ff_map.png
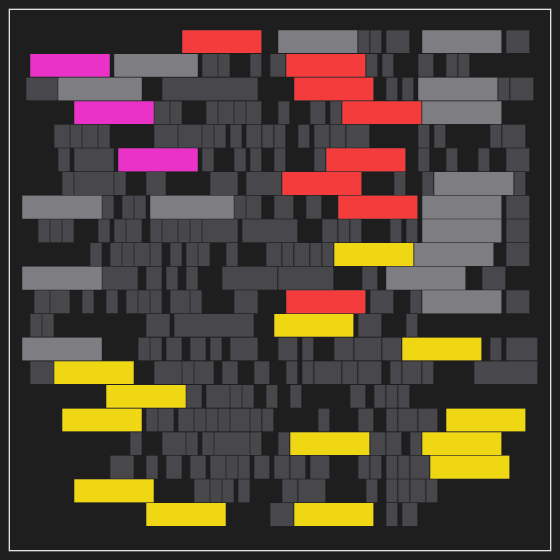
gates.png
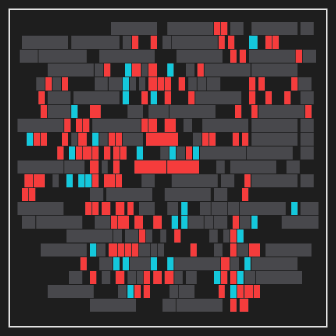
clock_nets.png
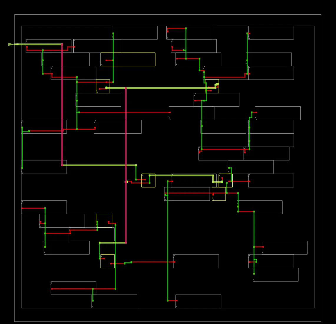
floorplan.png
Pins as bars on the die edge.
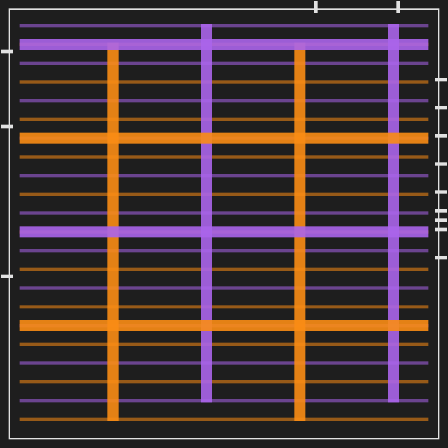
m1.png
Supply wires on this layer in gray.
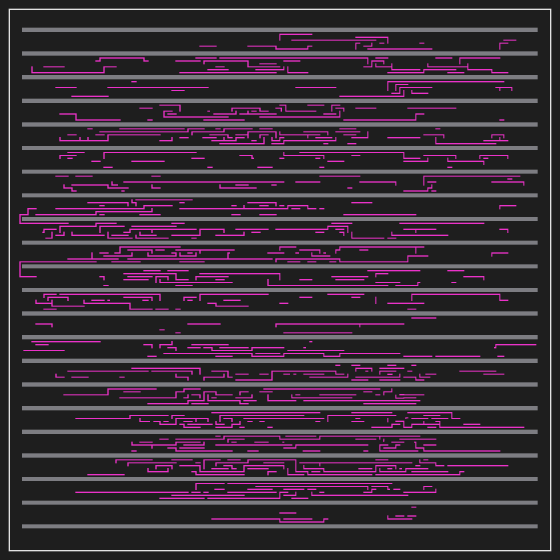
==> src/rtl/uart_pkg.sv <==
// rtl/uart_pkg.sv - shared types and constants for the UART byte receiver
// Purpose: FSM state encoding, data width and default timing for uart_rx_byte.
// Ports: none (package).
package uart_pkg;

  localparam int DATA_BITS        = 8;
  localparam int CLKS_PER_BIT_DEF = 5208;  // 50 MHz / 9600 baud
  localparam int CNT_W_DEF        = 13;

  typedef enum logic [1:0] {
    ST_IDLE  = 2'd0,
    ST_START = 2'd1,
    ST_DATA  = 2'd2,
    ST_STOP  = 2'd3
  } state_t;

endpackage

==> src/rtl/uart_rx_byte_if.sv <==
// rtl/uart_rx_byte_if.sv - serial line in, received byte and status out
// Purpose: bundles the serial input and the receiver outputs.
// Ports (signals):
//   rx        serial line, idle high
//   rx_data   last correctly framed byte, held between frames
//   rx_valid  one-cycle pulse, rx_data updated this cycle
//   frame_err one-cycle pulse, stop bit sampled low
//   busy      receiver not idle
// Modports: master = receiver, slave = line driver / byte consumer.
interface uart_rx_byte_if;
  import uart_pkg::*;

  logic                 rx;
  logic [DATA_BITS-1:0] rx_data;
  logic                 rx_valid;
  logic                 frame_err;
  logic                 busy;

  modport master (
    input  rx,
    output rx_data,
    output rx_valid,
    output frame_err,
    output busy
  );

  modport slave (
    output rx,
    input  rx_data,
    input  rx_valid,
    input  frame_err,
    input  busy
  );

endinterface

==> src/rtl/uart_rx_sync.sv <==
// rtl/uart_rx_sync.sv - two-flop synchroniser with falling-edge detect
// Purpose: brings the asynchronous rx line into the clk domain and flags
//          a high-to-low transition as a candidate start bit.
// Ports:
//   clk          in  system clock
//   rst          in  asynchronous active-high reset
//   i_rx         in  raw serial line
//   o_rx_s       out synchronised line
//   o_start_edge out rx_s_d high and rx_s low (falling edge)
module uart_rx_sync (
  input  logic clk,
  input  logic rst,
  input  logic i_rx,
  output logic o_rx_s,
  output logic o_start_edge
);

  logic r_meta;
  logic r_rx_s;
  logic r_rx_s_d;

  // All flops reset high so that leaving reset never looks like a start edge.
  always_ff @(posedge clk or posedge rst) begin
    if (rst) begin
      r_meta   <= 1'b1;
      r_rx_s   <= 1'b1;
      r_rx_s_d <= 1'b1;
    end else begin
      r_meta   <= i_rx;
      r_rx_s   <= r_meta;
      r_rx_s_d <= r_rx_s;
    end
  end

  // Only a transition qualifies, so a line held low cannot retrigger.
  assign o_rx_s       = r_rx_s;
  assign o_start_edge = r_rx_s_d & ~r_rx_s;

endmodule

==> src/rtl/uart_rx_byte.sv <==
// rtl/uart_rx_byte.sv - 8N1 UART receiver, LSB first, holds last good byte
// Purpose: recovers bytes from the serial line; rx_data feeds UART_OUT.
// Ports:
//   clk  in  system clock, rising edge
//   rst  in  asynchronous active-high reset
//   bus  uart_rx_byte_if.master: rx in; rx_data, rx_valid, frame_err, busy out
module uart_rx_byte
  import uart_pkg::*;
#(
  parameter int CLKS_PER_BIT = CLKS_PER_BIT_DEF,
  parameter int CNT_W        = CNT_W_DEF
) (
  input  logic           clk,
  input  logic           rst,
  uart_rx_byte_if.master bus
);

  localparam logic [CNT_W-1:0] LP_LAST = CNT_W'(CLKS_PER_BIT - 1);
  localparam logic [CNT_W-1:0] LP_HALF = CNT_W'((CLKS_PER_BIT - 1) / 2);
  localparam logic [2:0]       LP_MSB  = 3'(DATA_BITS - 1);

  logic w_rx_s;
  logic w_start_edge;

  state_t               r_state;
  logic [CNT_W-1:0]     r_cnt;
  logic [2:0]           r_bit_idx;
  logic [DATA_BITS-1:0] r_shift;
  logic [DATA_BITS-1:0] r_rx_data;
  logic                 r_rx_valid;
  logic                 r_frame_err;
  logic                 r_busy;

  uart_rx_sync u_sync (
    .clk          (clk),
    .rst          (rst),
    .i_rx         (bus.rx),
    .o_rx_s       (w_rx_s),
    .o_start_edge (w_start_edge)
  );

  always_ff @(posedge clk or posedge rst) begin
    if (rst) begin
      r_state     <= ST_IDLE;
      r_cnt       <= '0;
      r_bit_idx   <= '0;
      r_shift     <= '0;
      r_rx_data   <= '0;
      r_rx_valid  <= 1'b0;
      r_frame_err <= 1'b0;
      r_busy      <= 1'b0;
    end else begin
      r_rx_valid  <= 1'b0;
      r_frame_err <= 1'b0;
      case (r_state)
        ST_IDLE: begin
          if (w_start_edge) begin
            r_state <= ST_START;
            r_cnt   <= '0;
            r_busy  <= 1'b1;
          end
        end
        ST_START: begin
          // Re-check the line half a bit in; a high line means a glitch.
          if (r_cnt == LP_HALF) begin
            r_cnt <= '0;
            if (!w_rx_s) begin
              r_state   <= ST_DATA;
              r_bit_idx <= '0;
            end else begin
              r_state <= ST_IDLE;
              r_busy  <= 1'b0;
            end
          end else begin
            r_cnt <= r_cnt + CNT_W'(1);
          end
        end
        ST_DATA: begin
          // Aligned to mid start bit, so every full-bit step lands mid-bit.
          if (r_cnt == LP_LAST) begin
            r_cnt              <= '0;
            r_shift[r_bit_idx] <= w_rx_s;
            if (r_bit_idx == LP_MSB) begin
              r_state <= ST_STOP;
            end else begin
              r_bit_idx <= r_bit_idx + 3'd1;
            end
          end else begin
            r_cnt <= r_cnt + CNT_W'(1);
          end
        end
        ST_STOP: begin
          // Leaving at mid stop bit gives the next start edge half a bit of slack.
          if (r_cnt == LP_LAST) begin
            r_cnt   <= '0;
            r_state <= ST_IDLE;
            r_busy  <= 1'b0;
            if (w_rx_s) begin
              r_rx_data  <= r_shift;
              r_rx_valid <= 1'b1;
            end else begin
              r_frame_err <= 1'b1;
            end
          end else begin
            r_cnt <= r_cnt + CNT_W'(1);
          end
        end
        default: begin
          r_state <= ST_IDLE;
          r_cnt   <= '0;
          r_busy  <= 1'b0;
        end
      endcase
    end
  end

  assign bus.rx_data   = r_rx_data;
  assign bus.rx_valid  = r_rx_valid;
  assign bus.frame_err = r_frame_err;
  assign bus.busy      = r_busy;

endmodule

==> src/flat_wrapper.sv <==
// flat-port wrapper written by rule: the top's interface ports become plain ports
module uart_rx_byte_flat import uart_pkg::*;
#(
  parameter int CLKS_PER_BIT = CLKS_PER_BIT_DEF,
  parameter int CNT_W        = CNT_W_DEF
)
  (clk, rst, bus_rx, bus_rx_data, bus_rx_valid, bus_frame_err, bus_busy);
  uart_rx_byte_if bus_i ();
  input  logic clk;
  input  logic rst;
  input wire logic [$bits(bus_i.rx)-1:0] bus_rx;
  output wire logic [$bits(bus_i.rx_data)-1:0] bus_rx_data;
  output wire logic [$bits(bus_i.rx_valid)-1:0] bus_rx_valid;
  output wire logic [$bits(bus_i.frame_err)-1:0] bus_frame_err;
  output wire logic [$bits(bus_i.busy)-1:0] bus_busy;
  assign bus_i.rx = bus_rx;
  assign bus_rx_data = bus_i.rx_data;
  assign bus_rx_valid = bus_i.rx_valid;
  assign bus_frame_err = bus_i.frame_err;
  assign bus_busy = bus_i.busy;
  uart_rx_byte #(.CLKS_PER_BIT(CLKS_PER_BIT), .CNT_W(CNT_W)) u_core (.clk(clk), .rst(rst), .bus(bus_i));
endmodule
==> config.mk <==
export PLATFORM = sky130hd
export DESIGN_NAME = uart_rx_byte_flat
export DESIGN_NICKNAME = d
export VERILOG_FILES = /design/src/rtl/uart_pkg.sv /design/src/rtl/uart_rx_byte_if.sv /design/src/rtl/uart_rx_sync.sv /design/src/rtl/uart_rx_byte.sv /design/src/flat_wrapper.sv
export SDC_FILE = /design/constraint.sdc
export NUM_CORES = 1
export LEC_CHECK = 0
export ABC_AREA = 1
export CAP_MARGIN = 0
export CORE_MARGIN = 1
export CORE_UTILIZATION = 55
export DETAILED_ROUTE_END_ITERATION = 7
export HOLD_SLACK_MARGIN = 0.12
export PLACE_DENSITY = 0.75
export SYNTH_ARGS = -nofsm -noshare
export SYNTH_HDL_FRONTEND = slang
export SYNTH_SLANG_ARGS = --single-unit
export TNS_END_PERCENT = 1
==> constraint.sdc <==
create_clock -name clk -period 1.8 [get_ports clk]
set_clock_uncertainty 0.1 [all_clocks]
set_input_delay 0.36 -clock clk [delete_from_list [all_inputs] [get_ports clk]]
set_output_delay 0.36 -clock clk [all_outputs]
set_load 0.05 [all_outputs]
==> results_slide.txt <==
Run Summary

Power and ir drop
  – Clk pwr: 615 uW
  – Pint: 1.53 mW
  – Power after layout: 2.45 mW
  – PwrDens: 1070 nW/um2
  – Sw frac: 37.5%
  – Largest Pwr Group: registers

Hold path
  – Hold Crit Class: input port to asynchronous set/reset pin

Setup path
  – CP max FO: 7
  – Reg2reg start: u_core.r_cnt[1]$_DFFE_PP0N_
  – Worst setup path startpoint: u_core.r_cnt[1]$_DFFE_PP0N_
  – R2R cell count: 8

Synth
  – Mean Syn Cell Area: 8.18 um2
  – Cells after Synth: 243

Global routing
  – Remaining global-route overflow: 0

Run
  – OpenROAD warnings: 26

CTS
  – Num CTS Buffers: 5
  – Hold buffers post-CTS: 0

Timing
  – Final WS setup: 154 ps
  – Final worst path period need: 1650 ps

Cells and area
  – Max reg flops: 13
  – Gate Area: 871 um2
  – Number of multi-input logic gates: 170

Outcome
  – Status: finished, final reports clean
About ff_map.png:
Key: `u_core.r_cnt` = yellow [placed flops 13]; `u_core.r_shift` = red [placed flops 8, where north]; `u_core.r_bit_idx` = magenta [placed flops 3]
Another 16 sequential cells are not colored.

About gates.png:
Key: inv cells = cyan [cells 32, most used inv_1]; nand cells = red [cells 111, most used nand2_1]
fin cells: 314
Top cell excl fill/tap: nand2_1
multi-input combinational area share: 38.0%

About clock_nets.png:
clk_lat worst skew: 360 ps
flop count: 40

About floorplan.png:
Key: VDD = purple; VSS = orange
The core has 21 rows. 22 met1 rails follow the rows. 4 straps on met4.
Die Y: 62.1 um
maximum vdd drop: 682 uV

About m1.png:
The layer holds 53% of the routed length. 253 nets have wire on it.
via count: 1569
final WL: 3.57 mm
met1 Usage GRT: 32.7%

[logic make-up after synthesis]
| kind of cell | count (synthesis) | share of synthesized area [%] |
|---|---|---|
| adders and majority gates | 3 | 1.89 |
| DFF | 40 | 50.5 |
| xor gates and xnor gates | 4 | 1.76 |
| buffers and inverters | 33 | 6.29 |
| AOI/OAI and AO/OA | 31 | 8.43 |
| and+or+nand+nor | 132 | 31.1 |
[worst min-delay path, cell delays in order]
cell	delay (ps)
clkdlybuf4s50_1	400
inv_1	90
buf_12	230
[through the flow]
step	hold slack, ps	utilization, %
3_5_place_dp	248	64.7
5_1_grt	266	67.6
3_3_place_gp	245	64.7
4_1_cts	244	67.2
6_report	241	67.6
2_1_floorplan	245	-
No activity file was given, so power comes from the tool's default toggle rates.
